<file path="src/rtl/trap_pkg.sv">
// Shared types and constants for the trap controller: FSM states, cause codes,
// and the priority helper used to pick the winning interrupt source.
package trap_pkg;

  typedef enum logic [1:0] {
    IDLE    = 2'd0,
    SERVICE = 2'd1,
    HOLDOFF = 2'd2
  } trap_state_t;

  localparam logic [2:0] CAUSE_ILLEGAL  = 3'd0;
  localparam logic [2:0] CAUSE_IRQ_BASE = 3'd4;
  localparam int         MAX_SRC        = 4;

  // Index of the lowest set bit; source 0 has the highest priority.
  function automatic logic [1:0] lowest_set(input logic [MAX_SRC-1:0] v);
    logic [1:0] idx;
    idx = '0;
    for (int i = MAX_SRC - 1; i >= 0; i--) begin
      if (v[i]) idx = 2'(i);
    end
    return idx;
  endfunction

endpackage

</file>
<file path="src/rtl/irq_edge_latch.sv">
// Per-source rising-edge detector with a sticky pending bit; a new edge wins
// over a simultaneous clear so no request is ever lost.
module irq_edge_latch (
  input  logic clk,
  input  logic reset,
  input  logic irq,
  input  logic clr,
  output logic pending
);

  logic irq_prev;

  // NOTE: sequential state uses non-blocking assignments so every register
  // samples the pre-edge values, independent of statement order.
  always_ff @(posedge clk) begin
    if (reset) begin
      irq_prev <= 1'b0;
      pending  <= 1'b0;
    end else begin
      irq_prev <= irq;
      pending  <= (irq & ~irq_prev) | (pending & ~clr);
    end
  end

endmodule

</file>
<file path="src/rtl/trap_controller.sv">
// Interrupt/exception sequencer: edge-latched requests, software mask,
// fixed-priority select and the IDLE/SERVICE/HOLDOFF trap FSM.
module trap_controller
  import trap_pkg::*;
#(
  parameter int NUM_SRC = 4
) (
  input  logic               clk,
  input  logic               reset,
  input  logic [NUM_SRC-1:0] irq_src,
  input  logic               pchigh,
  input  logic               illegal_op,
  input  logic               eret,
  input  logic               mask_wr,
  input  logic [NUM_SRC-1:0] mask_wdata,
  output logic               Interrupt,
  output logic               Exception,
  output logic [2:0]         cause,
  output logic [NUM_SRC-1:0] pending,
  output logic [NUM_SRC-1:0] mask,
  output logic               in_service
);

  trap_state_t          state;
  logic [NUM_SRC-1:0]   elig;
  logic [MAX_SRC-1:0]   elig_ext;
  logic [1:0]           sel;
  logic [NUM_SRC-1:0]   clr;

  // NOTE: every signal written in always_comb gets a default first so no
  // path leaves it unassigned and no latch is inferred.
  always_comb begin
    elig                   = pending & mask;
    elig_ext               = '0;
    elig_ext[NUM_SRC-1:0]  = elig;
    sel                    = lowest_set(elig_ext);
  end

  assign Exception = illegal_op & ~pchigh & (state != SERVICE) & ~reset;
  assign Interrupt = (state == IDLE) & ~pchigh & (|elig) & ~illegal_op & ~reset;

  // Only the source actually taken is cleared; blocked requests stay pending.
  assign clr = Interrupt ? (NUM_SRC'(1) << sel) : '0;

  for (genvar g = 0; g < NUM_SRC; g++) begin : g_src
    irq_edge_latch u_latch (
      .clk     (clk),
      .reset   (reset),
      .irq     (irq_src[g]),
      .clr     (clr[g]),
      .pending (pending[g])
    );
  end

  always_ff @(posedge clk) begin
    if (reset) begin
      state      <= IDLE;
      mask       <= '0;
      cause      <= CAUSE_ILLEGAL;
      in_service <= 1'b0;
    end else begin
      if (mask_wr) mask <= mask_wdata;
      case (state)
        IDLE: begin
          if (Exception) begin
            state      <= SERVICE;
            cause      <= CAUSE_ILLEGAL;
            in_service <= 1'b1;
          end else if (Interrupt) begin
            state      <= SERVICE;
            cause      <= CAUSE_IRQ_BASE + {1'b0, sel};
            in_service <= 1'b1;
          end
        end
        SERVICE: begin
          if (eret) begin
            state      <= HOLDOFF;
            in_service <= 1'b0;
          end
        end
        HOLDOFF: begin
          // One-cycle gap so the instruction at the return address retires
          // before another interrupt; exceptions may still re-enter at once.
          if (Exception) begin
            state      <= SERVICE;
            cause      <= CAUSE_ILLEGAL;
            in_service <= 1'b1;
          end else begin
            state <= IDLE;
          end
        end
        default: begin
          state      <= IDLE;
          in_service <= 1'b0;
        end
      endcase
    end
  end

endmodule

</file>
<file path="config.mk">
export PLATFORM = sky130hd
export DESIGN_NAME = trap_controller
export DESIGN_NICKNAME = d
export VERILOG_FILES = /design/src/rtl/trap_pkg.sv /design/src/rtl/irq_edge_latch.sv /design/src/rtl/trap_controller.sv
export SDC_FILE = /design/constraint.sdc
export NUM_CORES = 1
export LEC_CHECK = 0
export CORE_MARGIN = 10
export CORE_UTILIZATION = 40
export CTS_BUF_LIST = sky130_fd_sc_hd__clkbuf_4
export DETAILED_ROUTE_END_ITERATION = 8
export GPL_TIMING_DRIVEN = 1
export PLACE_DENSITY = 0.73
export SETUP_SLACK_MARGIN = 0.2
export SLEW_MARGIN = 20
export SYNTH_ARGS = -nofsm -noshare
export SYNTH_HDL_FRONTEND = slang
export SYNTH_SLANG_ARGS = --single-unit
</file>
<file path="constraint.sdc">
create_clock -name clk -period 1.58 [get_ports clk]
set_input_delay 0.158 -clock clk [delete_from_list [all_inputs] [get_ports clk]]
set_output_delay 0.158 -clock clk [all_outputs]
set_load 0.02 [all_outputs]
</file>
Figure 1. Pin placement (run 1).
Scale: 6 px per µm. Pins as bars across the die edge, other pins in grey.
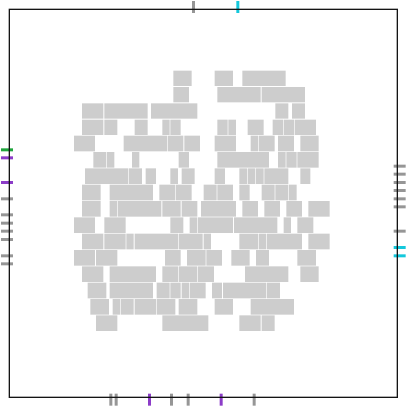
colour	port	pins	direction	edge
green	`clk`	1	input	west
cyan	`cause`	3	output	2 east, 1 north
purple	`irq_src`	4	input	2 west, 2 south
all pins by edge	10 west, 9 east, 7 south, 2 north
Die Height: 64.4 µm
floorplan die width: 64.4 µm
tally of buffers added on design ports: 27

Figure 2. M2 wires (run 1).
Scale: 4 px per µm.
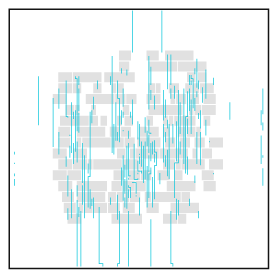
longest straight run	24.1 µm
wire length on this layer	923 µm
main direction	vertical
share of all routed wire	47%
nets with wire on the layer	117
total detailed-routing wirelength: 1.94 mm
met2 track demand over resource: 16.9%

Figure 3. Met1 routing (run 1).
Scale: 6 px per µm. Supply wires on this layer in grey.
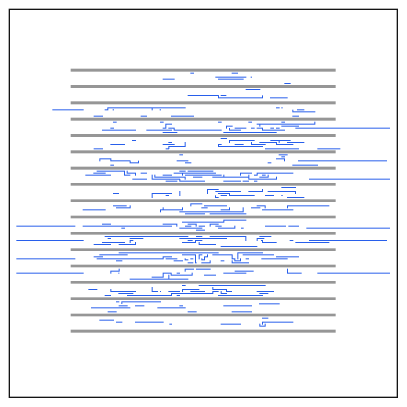
main direction	horizontal
wire length on this layer	840 µm
share of all routed wire	43%
longest straight run	16.6 µm
nets with wire on the layer	128
Via Count: 748
global-route track usage on met1: 9.15%

==> results_tabular.tex, run 1 <==
% Table of physical implementation metrics
\begin{tabular}{lr}
\hline
Metric & Value \\
\hline
\multicolumn{2}{l}{\textbf{Run status}} \\
\quad Run status & finished, final reports clean \\
\multicolumn{2}{l}{\textbf{Clocking}} \\
\quad Skew-Pair Late Insertion Delay & 0.29 ns \\
\quad Number of clock sinks & 18 \\
\quad Buffer levels on the longest clock path & 2 \\
\quad H-tree levels & 1 \\
\quad Clock transition at the registers of the reported paths & 0.10 ns \\
\quad TritonCTS clock tree & built \\
\quad Clock root buffer & clkbuf\_4 \\
\multicolumn{2}{l}{\textbf{Setup path}} \\
\quad Data arrival time of the critical path & 1.30 ns \\
\quad Flop-to-flop setup slack & 0.24 ns \\
\quad Crit path buf inv count & 2 \\
\quad Critical Path Source Type & flop \\
\quad Worst Reg-to-Reg Cells & 5 \\
\quad Critical Path RT & 1.42 ns \\
\quad Capture point of the worst reg-to-reg path & g\_src[2].u\_latch.pending \\
\quad Crit Reg-Reg Startpoint & g\_src[2].u\_latch.pending \\
\quad Family with the most delay on the worst path & AND-OR/OR-AND gates \\
\quad Critical Path End Type & primary output \\
\quad Type of the worst setup path & flop to primary output \\
\multicolumn{2}{l}{\textbf{Synthesis}} \\
\quad Cell type with the highest aggregate area in the netlist & dfxtp\_1 \\
\quad Max-area cell share & 45.6\% \\
\quad FF+latch count, synth & 18 \\
\quad Prevailing post-synth register cell & dfxtp\_1 \\
\quad Post-Synthesis Cell Area & 790 µm² \\
\quad Register share after synthesis & 45.6\% \\
\quad Ranking of synthesized cells by area & dfxtp\_1 (46\%), mux2i\_1 (5.1\%), nor2b\_1 (4.8\%) \\
\quad Yosys synthesis chip area & 790 µm² \\
\quad Number of standard cells after synthesis & 88 \\
\quad Total of warnings raised by yosys & 0 \\
\quad Number of different library cells in the post-synthesis netlist & 29 \\
\quad Synthesized Nets & 102 \\
\quad Number of cells in the yosys synthesis report & 88 \\
\quad Share of flip-flops with an asynchronous set or reset after synthesis & 0\% \\
\quad Average instance area after synthesis & 8.97 µm² \\
\quad EDFF count, synth & 0 \\
\multicolumn{2}{l}{\textbf{Finish}} \\
\quad Most common logic cells in the final layout & dfxtp\_1 (14), clkdlybuf4s50\_1 (13), buf\_4 (13) \\
\quad Fraction of final layout cells sized beyond drive strength 1 & 22.6\% \\
\quad Highest-count logic cell in the final layout & dfxtp\_1 \\
\quad Antenna diode instance count & 0 \\
\quad Nets & 140 \\
\quad Filler instances & 182 \\
\multicolumn{2}{l}{\textbf{Global routing}} \\
\quad Most crowded layer after global routing & met2 \\
\quad Largest net degree at the start of global routing & 20 \\
\quad Initial antenna violation count & 0 \\
\quad First-pass GRT wire length & 3.23 mm \\
\quad Met3 layer usage reported by global route & 3.78\% \\
\quad Number of global-route vias before repair & 762 \\
\quad GRT Total Usage & 9.32\% \\
\quad Total congestion overflow & 0 \\
\multicolumn{2}{l}{\textbf{Run}} \\
\quad Tool warnings & 28 \\
\quad Maximum Capacitance Violations & 0 \\
\multicolumn{2}{l}{\textbf{Final timing}} \\
\quad Smallest hold slack & 0.440 ns \\
\quad Worst slew margin relative to its limit & 80.3\% \\
\quad Final critical path time including I/O delays and setup & 1.46 ns \\
\quad Measured slew at the worst slew-check pin & 0.296 ns \\
\quad Final Hold Fails & 0 \\
\quad Setup TNS after final layout & 0 ns \\
\quad Period utilization & 92.2\% \\
\quad Number of pins exceeding their max-slew limit in the final report & 0 \\
\quad Setup skew after layout & 0.00514 ns \\
\quad Final setup violation count & 0 \\
\quad Max frequency & 0.686 GHz \\
\quad RSZ-0062 raised after global routing & yes \\
\multicolumn{2}{l}{\textbf{Power and ir drop}} \\
\quad Clock network fraction of total power & 24.0\% \\
\quad Total power divided by cell area & 775 nW/µm² \\
\quad Sw power & 0.000240 W \\
\quad Leakage power summed over all cells & 0.529 nW \\
\quad Sequential share of power & 53.8\% \\
\quad Worst IR Drop VDD & 0.389 mV \\
\quad Share of total power consumed by net switching & 26.3\% \\
\quad Logic gate share of total power & 22.2\% \\
\quad Internal & 0.000672 W \\
\multicolumn{2}{l}{\textbf{Drt}} \\
\quad Drt first pass iters & 4 \\
\quad DR WL/cell & 12.9 µm \\
\quad Detailed Route Iter0 Violations & 22 \\
\quad Via count normalized by instance count & 4.95 \\
\quad Number of remaining DRC errors & 0 \\
\multicolumn{2}{l}{\textbf{Min path}} \\
\quad Hold\_sp & irq\_src[0] \\
\quad Hold path endpoint & g\_src[0].u\_latch.irq\_prev \\
\quad Worst Hold Class & primary input to flop \\
\quad Number of cells on the worst hold path & 2 \\
\multicolumn{2}{l}{\textbf{Floorplan}} \\
\quad Initial standard-cell utilization of the core & 41.1\% \\
\quad \# rows & 16 \\
\quad Placeable core region & 1920 µm² \\
\quad Boundary pin count & 28 \\
\quad Overall die area & 4150 µm² \\
\multicolumn{2}{l}{\textbf{Placed design}} \\
\quad Total half-perimeter wirelength after legalization and detailed placement & 1.56 mm \\
\quad Setup slack at placement & -0.235 ns \\
\quad Routability congestion estimate from global placement & 0.763 \\
\hline
\end{tabular}
## run 1: per-stage QoR
stage	power, W	utilization (%)	std cells	area, µm²
3_3_place_gp	0.000708	59.8	148	1150
5_1_grt	0.000959	61.2	151	1180
3_5_place_dp	0.000712	59.8	148	1150
6_report	0.000912	61.2	151	1180
2_1_floorplan	0.000606	-	88	790
4_1_cts	0.000922	60.9	151	1170
## run 1: flip-flops by register name, summed over array words and instances, names as in the netlist
signal and flops:
g_src.u_latch.irq_prev 4, g_src.u_latch.pending 4, mask 4, cause 3, state 2, in_service 1
## run 1: power by group through the flow
| stage | Combinational (W) | Sequential (W) | Clock [W] |
|---|---|---|---|
| 3_5_place_dp | 0.000211 | 0.000501 | 0 |
| 3_3_place_gp | 0.000207 | 0.000501 | 0 |
| 6_report | 0.000202 | 0.000491 | 0.000219 |
| 5_1_grt | 0.000219 | 0.000495 | 0.000246 |
| 2_1_floorplan | 0.0000878 | 0.000518 | 0 |
| 4_1_cts | 0.000203 | 0.000490 | 0.000229 |
## run 1: synthesized netlist by cell type, types with 4 or more instances
cell	n
nand2_1	8
a21oi_1	7
nor2b_1	6
dfxtp_1	18
buf_4	4
mux2i_1	4
nand2b_1	4
nor2_1	9
## run 1: per-layer routing
metal	share of wire (%)	wire length, µm
met1	43	840
met2	47	922
met3	7.6	147
met4	1.7	33
met5	0	0
## run 1: area by class of cell
class	count	area [µm²]	share of cell area, %
clock buffer	3	22.5	1.91
inverter	2	7.51	0.638
multi-input combinational	61	395	33.6
sequential	18	368	31.3
tap	27	33.8	2.87
timing repair buffer	40	349	29.7
## run 1: logic make-up (layout without fill, tap and decap cells)
group | after synthesis | after routing | synth area share, %
flip-flops | 18 | 18 | 45.6
AND/OR/NAND/NOR | 38 | 38 | 26.0
AND-OR/OR-AND | 19 | 19 | 17.0
multiplexers | 4 | 4 | 5.07
buffers and inverters | 9 | 45 | 6.34
## run 1: repair_timing
| item | 4_1_cts | 5_1_grt |
|---|---|---|
| endpoints found under the setup margin | 16 | 4 |
| setup buffers | 0 | 0 |
| resized | 22 | 7 |
| pin swaps | 2 | 4 |
## run 1: how the worst max path moves through the flow
stage	cells past startpoint	slack [ns]	from	end
after global routing	4	0.05	mask[2]	Interrupt
after detailed placement	5	-0.24	pchigh	Interrupt
after global placement	5	-0.19	pchigh	Interrupt
after CTS	3	0.04	state[0]	Exception
final	4	0.12	mask[2]	Interrupt
after floorplan	4	0.33	mask[3]	g_src[2].u_latch.pending
Figure 4. Signal wires on met3 (run 1).
Scale: 6 px per µm.
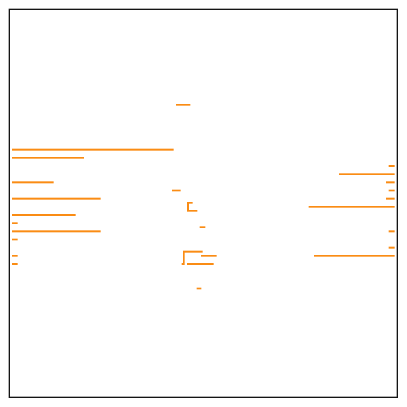

==> run 1 -> run 2 <==
==> constraint.sdc (replaced) <==
create_clock -name clk -period 1.58 [get_ports clk]
set_input_delay 0.395 -clock clk [delete_from_list [all_inputs] [get_ports clk]]
set_output_delay 0.395 -clock clk [all_outputs]
set_load 0.02 [all_outputs]
Figure 5. Signal wires on met3 (run 2).
Scale: 6 px per µm.
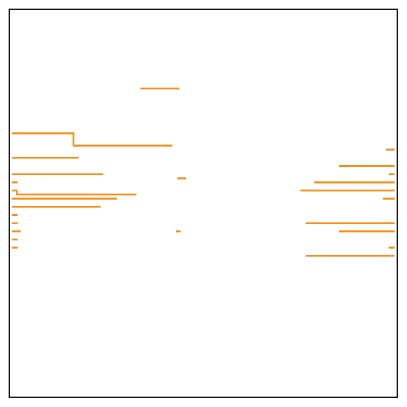
longest straight run	19.8 µm
main direction	horizontal
total detailed-routing wirelength: 2.20 mm
Via Count: 774
met3 layer usage reported by global route: 5.50%

==> run 2 against run 1 <==
Compared with the run above: clock power rose by 7%; worst setup slack worse by 0.25 ns; the flow now finishes with violations (negative setup slack); final area grew 3.4%; sequential share of layout area down 0.72 points; combinational power grew 8%; worst hold slack gained 0.023 ns; largest cell class unchanged; global-route usage up 1.5 points; critical endpoint unchanged; final cell count up 5.3%; routed wire length rose by 13%; via count rose by 3.5%.
==> results_tabular.tex, run 2 <==
% Table of physical implementation metrics
\begin{tabular}{lr}
\hline
Metric & Value \\
\hline
\multicolumn{2}{l}{\textbf{Min path}} \\
\quad Worst Hold Class & flop to flop \\
\multicolumn{2}{l}{\textbf{Run}} \\
\quad Maximum Capacitance Violations & 0 \\
\multicolumn{2}{l}{\textbf{Drt}} \\
\quad Number of remaining DRC errors & 0 \\
\quad DR WL/cell & 13.8 µm \\
\multicolumn{2}{l}{\textbf{Global routing}} \\
\quad Initial antenna violation count & 0 \\
\quad Number of global-route vias before repair & 845 \\
\quad First-pass GRT wire length & 3.68 mm \\
\quad Total congestion overflow & 0 \\
\quad Largest net degree at the start of global routing & 20 \\
\quad GRT Total Usage & 10.8\% \\
\multicolumn{2}{l}{\textbf{Setup path}} \\
\quad Flop-to-flop setup slack & 0.26 ns \\
\quad Type of the worst setup path & flop to primary output \\
\quad Critical Path End Type & primary output \\
\multicolumn{2}{l}{\textbf{Clocking}} \\
\quad Skew-Pair Late Insertion Delay & 0.30 ns \\
\quad Clock root buffer & clkbuf\_4 \\
\quad Number of clock sinks & 18 \\
\multicolumn{2}{l}{\textbf{Placed design}} \\
\quad Cell area after placement & 1170 µm² \\
\quad Setup slack at placement & -0.703 ns \\
\multicolumn{2}{l}{\textbf{Final timing}} \\
\quad Setup WS post-layout & -0.132 ns \\
\quad Period utilization & 108\% \\
\quad RSZ-0062 raised after global routing & yes \\
\quad Worst slew margin relative to its limit & 81.0\% \\
\quad Final setup violation count & 2 \\
\multicolumn{2}{l}{\textbf{Synthesis}} \\
\quad Number of cells in the yosys synthesis report & 88 \\
\quad Number of different library cells in the post-synthesis netlist & 29 \\
\quad Average instance area after synthesis & 8.97 µm² \\
\quad FF+latch count, synth & 18 \\
\multicolumn{2}{l}{\textbf{Floorplan}} \\
\quad Die Height & 64.4 µm \\
\quad Initial standard-cell utilization of the core & 41.1\% \\
\quad Placeable core region & 1920 µm² \\
\multicolumn{2}{l}{\textbf{Run status}} \\
\quad Run status & finished with violations \\
\quad Violated checks & negative setup slack \\
\multicolumn{2}{l}{\textbf{Power and ir drop}} \\
\quad Leakage power summed over all cells & 0.540 nW \\
\quad Worst IR Drop VDD & 0.529 mV \\
\multicolumn{2}{l}{\textbf{Finish}} \\
\quad Antenna diode instance count & 0 \\
\hline
\end{tabular}
Figure 6. M2 wires (run 2).
Scale: 4 px per µm.
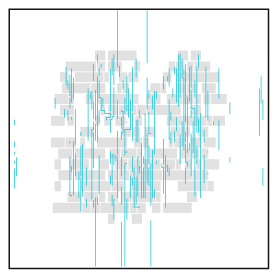
met2 track demand over resource: 19.0%

==> run 2: cell counts after synthesis <==
Identical to the previous run, type by type.
==> run 2: worst max-delay path, delay by kind of cell, from the launching register on <==
family,cells,cell delay (ns)
AND-OR/OR-AND,2,0.50
flip-flops,1,0.33
buffers and inverters,2,0.19
==> run 2: cell type report <==
class	count	area, µm²	area share [%]
inverter	2	7.51	0.617
multi-input combinational	61	405	33.3
sequential	18	372	30.6
timing repair buffer	47	372	30.6
tap	27	33.8	2.78
clock inverter	1	3.75	0.309
clock buffer	3	22.5	1.85
==> run 2: logic make-up (layout without fill, tap and decap cells) <==
group	count (synthesis)	after routing	share of synthesized area [%]
compound gates	19	19	17.0
buf+inv	9	53	6.34
flops	18	18	45.6
mux	4	4	5.07
simple gates	38	38	26.0
==> run 2: power by group <==
part / total, W / internal, W / switching (W) / leakage [nW]
combinational: 0.000218 / 0.000114 / 0.000104 / 0.374
clock: 0.000235 / 0.0000921 / 0.000143 / 0.0154
sequential: 0.000492 / 0.000479 / 0.0000128 / 0.151
total: 0.000945 / 0.000685 / 0.000260 / 0.540
==> run 2: worst paths after layout <==
path | endpoint | cells after the start | startpoint
min | cause[2] | 2 | cause[2]
max reg2reg | g_src[2].u_latch.pending | 5 | g_src[2].u_latch.pending
max | Interrupt | 4 | mask[2]
min reg2reg | cause[2] | 2 | cause[2]
==> run 2: what timing repair did <==
item / CTS / global route
setup buffers: 2 / 3
pin swaps: 3 / 8
endpoints found under the setup margin: 19 / 12
gates resized: 58 / 17
==> run 2: stage by stage <==
stage	power, W	cells	setup TNS, ns	utilization [%]
2_1_floorplan	0.000607	88	0	-
3_3_place_gp	0.000712	150	-2.49	60.8
5_1_grt	0.00100	159	-0.297	63.3
6_report	0.000945	159	-0.156	63.3
4_1_cts	0.000938	156	-0.179	61.1
3_5_place_dp	0.000717	150	-2.78	60.8
==> run 2: layer usage <==
layer	track usage [%]	up-vias	share of wire [%]
li1	-	395	-
met1	10.7	351	42
met2	19.0	25	48
met3	5.50	3	9.0
met4	4.01	0	1.0
met5	0	-	0
No activity file was given, so power comes from the tool's default toggle rates.
